### Metal layers overlaid

Only two layers are drawn.
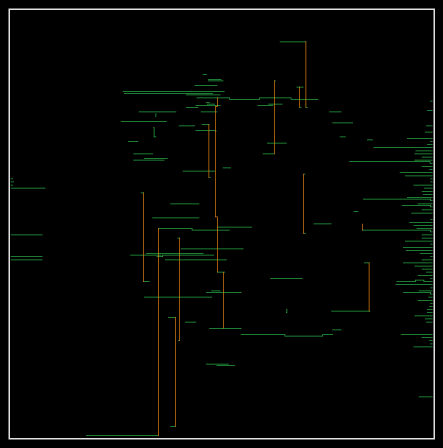
### Cells coloured by class

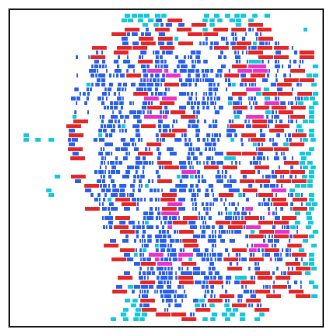
### Ports around the boundary

Pins as bars across the die edge, other pins in grey.
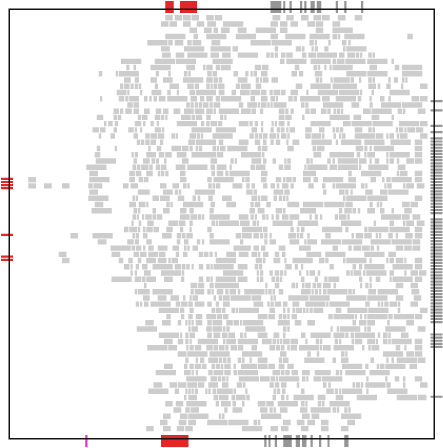
### Routed clock nets over the placement

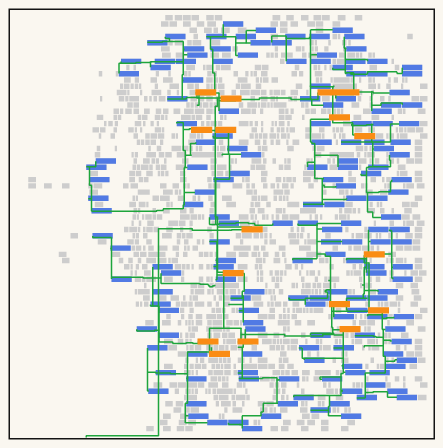
[src/rtl/int_div_32.sv]
// int_div_32: sequential 32-bit non-restoring divider, one add/subtract step per clock.
// Start/busy/done handshake. Define INT_DIV_SIGNED_EN for two's-complement operands;
// without it the operands are unsigned and no sign logic is built.
module int_div_32 #(
    parameter int unsigned WIDTH = 32
) (
    input  logic             clk,
    input  logic             rst_n,
    input  logic             start,
    input  logic [WIDTH-1:0] dividend,
    input  logic [WIDTH-1:0] divisor,
    output logic             busy,
    output logic             done,
    output logic [WIDTH-1:0] quotient,
    output logic [WIDTH-1:0] remainder,
    output logic             div_zero
);

    typedef enum logic [1:0] {StIdle, StRun, StFix, StDone} state_t;

    state_t           r_state;
    state_t           w_state_next;
    logic [4:0]       r_cnt;
    logic [WIDTH:0]   r_p;
    logic [WIDTH-1:0] r_q;
    logic [WIDTH-1:0] r_d;
    logic             r_busy;
    logic             r_done;
    logic             r_div_zero;
    logic [WIDTH-1:0] r_quotient;
    logic [WIDTH-1:0] r_remainder;

    logic             w_accept;
    logic             w_zero;
    logic [WIDTH-1:0] w_dvd_mag;
    logic [WIDTH-1:0] w_dvs_mag;
    logic [WIDTH:0]   w_p_shift;
    logic [WIDTH:0]   w_p_step;
    logic [WIDTH-1:0] w_r_mag;
    logic [WIDTH-1:0] w_q_out;
    logic [WIDTH-1:0] w_r_out;

`ifdef INT_DIV_SIGNED_EN
    logic             r_neg_q;
    logic             r_neg_r;
`endif

    // A start is not accepted in the cycle the done pulse is showing.
    assign w_accept = (r_state == StIdle) && start && !r_done;
    assign w_zero   = (divisor == '0);

`ifdef INT_DIV_SIGNED_EN
    assign w_dvd_mag = dividend[WIDTH-1] ? (~dividend + WIDTH'(1)) : dividend;
    assign w_dvs_mag = divisor[WIDTH-1]  ? (~divisor + WIDTH'(1))  : divisor;
`else
    assign w_dvd_mag = dividend;
    assign w_dvs_mag = divisor;
`endif

    // Sign of P before the shift equals the sign of the shifted value, so it picks add/sub.
    assign w_p_shift = {r_p[WIDTH-1:0], r_q[WIDTH-1]};
    assign w_p_step  = r_p[WIDTH] ? (w_p_shift + {1'b0, r_d}) : (w_p_shift - {1'b0, r_d});
    assign w_r_mag   = r_p[WIDTH-1:0] + (r_p[WIDTH] ? r_d : '0);

`ifdef INT_DIV_SIGNED_EN
    assign w_q_out = r_neg_q ? (~r_q + WIDTH'(1)) : r_q;
    assign w_r_out = r_neg_r ? (~w_r_mag + WIDTH'(1)) : w_r_mag;
`else
    assign w_q_out = r_q;
    assign w_r_out = w_r_mag;
`endif

    // Next-state logic.
    always_comb begin
        w_state_next = r_state;
        case (r_state)
            StIdle:  if (w_accept) w_state_next = w_zero ? StDone : StRun;
            StRun:   if (r_cnt == 5'd31) w_state_next = StFix;
            StFix:   w_state_next = StDone;
            StDone:  w_state_next = StIdle;
            default: w_state_next = StIdle;
        endcase
    end

    // State register.
    always_ff @(posedge clk or negedge rst_n) begin
        if (!rst_n) begin
            r_state <= StIdle;
        end else begin
            r_state <= w_state_next;
        end
    end

    // Datapath, result registers and handshake flags.
    always_ff @(posedge clk or negedge rst_n) begin
        if (!rst_n) begin
            r_cnt       <= '0;
            r_p         <= '0;
            r_q         <= '0;
            r_d         <= '0;
            r_busy      <= 1'b0;
            r_done      <= 1'b0;
            r_div_zero  <= 1'b0;
            r_quotient  <= '0;
            r_remainder <= '0;
`ifdef INT_DIV_SIGNED_EN
            r_neg_q     <= 1'b0;
            r_neg_r     <= 1'b0;
`endif
        end else begin
            r_done <= (r_state == StDone);
            case (r_state)
                StIdle: begin
                    if (w_accept) begin
                        r_busy <= 1'b1;
                        r_cnt  <= '0;
                        r_p    <= '0;
                        r_q    <= w_dvd_mag;
                        r_d    <= w_dvs_mag;
`ifdef INT_DIV_SIGNED_EN
                        r_neg_q <= dividend[WIDTH-1] ^ divisor[WIDTH-1];
                        r_neg_r <= dividend[WIDTH-1];
`endif
                        if (w_zero) begin
                            r_quotient  <= '1;
                            r_remainder <= dividend;
                            r_div_zero  <= 1'b1;
                        end else begin
                            r_div_zero  <= 1'b0;
                        end
                    end
                end
                StRun: begin
                    r_p   <= w_p_step;
                    r_q   <= {r_q[WIDTH-2:0], ~w_p_step[WIDTH]};
                    r_cnt <= r_cnt + 5'd1;
                end
                StFix: begin
                    r_quotient  <= w_q_out;
                    r_remainder <= w_r_out;
                end
                StDone: begin
                    r_busy <= 1'b0;
                end
                default: begin
                end
            endcase
        end
    end

    assign busy      = r_busy;
    assign done      = r_done;
    assign quotient  = r_quotient;
    assign remainder = r_remainder;
    assign div_zero  = r_div_zero;

endmodule
[config.mk]
export PLATFORM = sky130hd
export DESIGN_NAME = int_div_32
export DESIGN_NICKNAME = d
export VERILOG_FILES = /design/src/rtl/int_div_32.sv
export SDC_FILE = /design/constraint.sdc
export NUM_CORES = 1
export LEC_CHECK = 0
export CAP_MARGIN = 10
export CORE_AREA = 2 2 183 185
export DETAILED_ROUTE_END_ITERATION = 16
export DIE_AREA = 0 0 185 187
export SYNTH_ARGS = -nofsm -noshare
export SYNTH_HDL_FRONTEND = slang
export SYNTH_SLANG_ARGS = --single-unit
export TNS_END_PERCENT = 50
[constraint.sdc]
create_clock -name clk -period 4.2 [get_ports clk]
set_input_delay 0.84 -clock clk [delete_from_list [all_inputs] [get_ports clk]]
set_output_delay 0.84 -clock clk [all_outputs]
set_load 0.01 [all_outputs]
==> run notes <==
Quick summary of the implementation run below.

The flow ran to the end, and the final reports show no timing, DRC or antenna violations. The initial antenna violation count is 1. The layout multi-input combinational cell count came out at 986. The number of non-clock buffers in the layout is 159. The gate-level netlist out of Yosys references 68 unique cell types. STA reports a reg2reg setup slack of 0.28 ns. In the final layout, the share of cells above drive strength 1 is 7.949%. The arithmetic-cell share of the synthesized area counting full adders, half adders and majority gates came out at 8.246%. The part of the Yosys area used for sequential elements is 38.01%.

For this design, Yosys synthesis ends with a cell count of 1284. The routed wirelength normalized by instance count is 16.74 um. After clock tree synthesis, the flow added hold-fix buffers numbering 0.

The ratio of routed vias to standard cells is 5.069. The combinational group power is 0.00561 W. The clock transition at the registers of the reported paths came out at 0.07 ns. The max-cap violation count is 0.

The final setup TNS is 0 ns. The fraction of final cell area spent on non-clock buffers in this run is 11.34%. The number of violations reported at the end of detailed-routing iteration 0 came out at 461.

After layout, the clock buffer instance count stands at 21. The actual slew at the worst max-slew pin came out at 0.8829 ns. In the post-synthesis netlist, the cell with the most instances is sky130_fd_sc_hd__dfrtp_1. For this run, the post-layout net count is 1537. The wire length after detailed routing is 31.08 mm. By instance count after routing, the leading logic cell types are sky130_fd_sc_hd__dfrtp_1, sky130_fd_sc_hd__nand2_1, sky130_fd_sc_hd__clkdlybuf4s50_1, sky130_fd_sc_hd__o21ai_0, sky130_fd_sc_hd__nor2_1. The area overhead of the layout relative to synthesis came out at 22.55%. The register with the most flip-flops in the layout has 33 of them.

TritonCTS built the clock tree. The most numerous logic cell after layout is sky130_fd_sc_hd__dfrtp_1. For reference, the critical path cell chain is or4_1 -> nor3_1 -> nand2b_1 -> nor4_1 -> o21ai_0 -> xor2_1 -> ha_1 -> a21oi_2 -> o21ai_0 -> a21oi_1 -> o21bai_1 -> a21o_1 -> a21oi_1 -> o31ai_1 -> xnor2_1 -> o21a_1.

Buffers inserted during clock tree synthesis total 17. The synthesized net count came out at 1424. Ranked by flip-flop count, first place goes to r_p. The maximum level of the CTS H-tree is 4. The startpoint-to-endpoint class of the critical path is reg -> reg. The placement report lists the number of port buffers as 133. For reference, simple AND, OR, NAND and NOR cells occupy 15.75% of the area reported after synthesis. The count of pins over their slew limit is 0. The y dimension of the die is 187 um. The number of cells produced by synthesis came out at 1284.

The routed layout has 9413 vias. In the synthesized netlist the dominant register cell turns out to be sky130_fd_sc_hd__dfrtp_1. The part of the power in registers came out at 29.3%. The cell group occupying the most layout area is combinational gates.

The proportion of register bits with asynchronous set or reset after synthesis is 100.0%. The critical path depth came out at 16. At the end of the flow the core is filled with cells to 41.99%. According to the timing report, the critical path is captured at r_q[0]$_DFFE_PN0P_.

The warning count from the yosys run came out at 0. STA classifies the critical path endpoint as a flip-flop. Of all cell types, the one taking the most synthesized area is sky130_fd_sc_hd__dfrtp_1. The xor/xnor cell area share of the yosys netlist came out at 6.924%. The worst supply voltage drop on vdd is 0.2963 mV.

The via count of the first global-routing pass came out at 9258. The report lists the number of cells resized after CTS as 0. The floorplan row count came out at 67. The tree is rooted in a sky130_fd_sc_hd__clkbuf_16.

The fraction of the core area occupied by cells at floorplan is 34.26%. Summing all flip-flop and latch instances after layout gives 4279 um^2. Summed over its instances, the top area cell type makes up 38.01% of the synthesized netlist area. The non-clock inverter total of the final layout came out at 62. The top-level port count is 134.

The synthesized-area fraction occupied by ao, oa, aoi and oai cells is 19.58%. Of the total power, combinational logic draws 54.3%. Across all checked pins, the minimum headroom to the slew limit is 41.07%. The half-perimeter wire length of the detailed placement result is 24.15 mm. The global routing report lists combined usage of all routing layers as 18.14%.

The clock share of power came out at 16.4%. The count of unresolved DRC violations after routing is 0. The delay of the slowest cell on the worst path is 0.61 ns. For this run the aggregate overflow at the end of global routing stands at 0. The count of clock tree sinks came out at 171.

The required time of the critical path came out at 4.52 ns. The proportion of total power due to net switching is 43.42%. The inserted tap cell count came out at 448. The final period utilization is 93.42%.

The largest individual stage delay along the critical path comes from the cell sky130_fd_sc_hd__or4_1. The worst reg-to-reg path cell count came out at 16. The clock passes through at most 2 buffers. The sequential cell count came out at 171. The total of fill cells in the finished design came out at 3289. On the critical path the largest part of the delay comes from AND-OR/OR-AND gates. The internal portion of the total power is 0.005845 W. Hold-check failures listed in the final report amount to 0.

The launch point of the critical path was reported as r_d[21]$_DFFE_PN0P_. The classification of the worst-slack hold path is in -> async. The total sequential power came out at 0.00303 W.

Setup repair after global routing left no endpoint under its margin. The worst path needs 3.923 ns of the cycle, external delays included. The combinational share of cell area is 47.35%.
Back to the opening pictures, 'Metal layers overlaid':
| layer | colour | wire length |
|---|---|---|
| met3 | green | 1350 um |
| met4 | orange | 466 um |

Back to the opening pictures, 'Cells coloured by class':
| class | colour | cells |
|---|---|---|
| flops | red | 171 |
| other buffers and delay cells | cyan | 159 |
| clock drivers and dummy loads | magenta | 31 |
| all other logic | blue | 1048 |

Back to the opening pictures, 'Ports around the boundary':
| port | colour | pins | direction | edge |
|---|---|---|---|---|
| clk | magenta | 1 | input | bottom |
| divisor | red | 32 | input | 13 bottom, 12 top, 7 left |

Back to the opening pictures, 'Routed clock nets over the placement':
[flip-flops] blue | count: 171
[cells driving clock nets] orange | count: 17
[clock wires] green | length: 2310 um
routed clock nets: 18

## routing by layer
metal | vias up | track usage [%] | routed length [um]
met1 | 4441 | 25.41 | 15190
met4 | 2 | 4.579 | 466
met2 | 211 | 29.23 | 14060
met3 | 28 | 2.804 | 1345
li1 | 4731 | - | -
met5 | - | 0 | 13
## metrics by stage
stage	cell area (um^2)	hold slack [ns]	total power, W	setup WS (ns)	std cells
2_1_floorplan	11260	0.4453	0.006667	0.6791	1284
3_3_place_gp	13160	0.4597	0.008571	0.3438	1826
3_5_place_dp	13160	0.4683	0.008636	0.3380	1826
4_1_cts	13790	0.4844	0.01037	0.3014	1857
5_1_grt	13800	0.5129	0.01115	0.01730	1857
6_report	13800	0.4544	0.01033	0.2766	1857
Power is estimated from default activity; no workload was simulated.
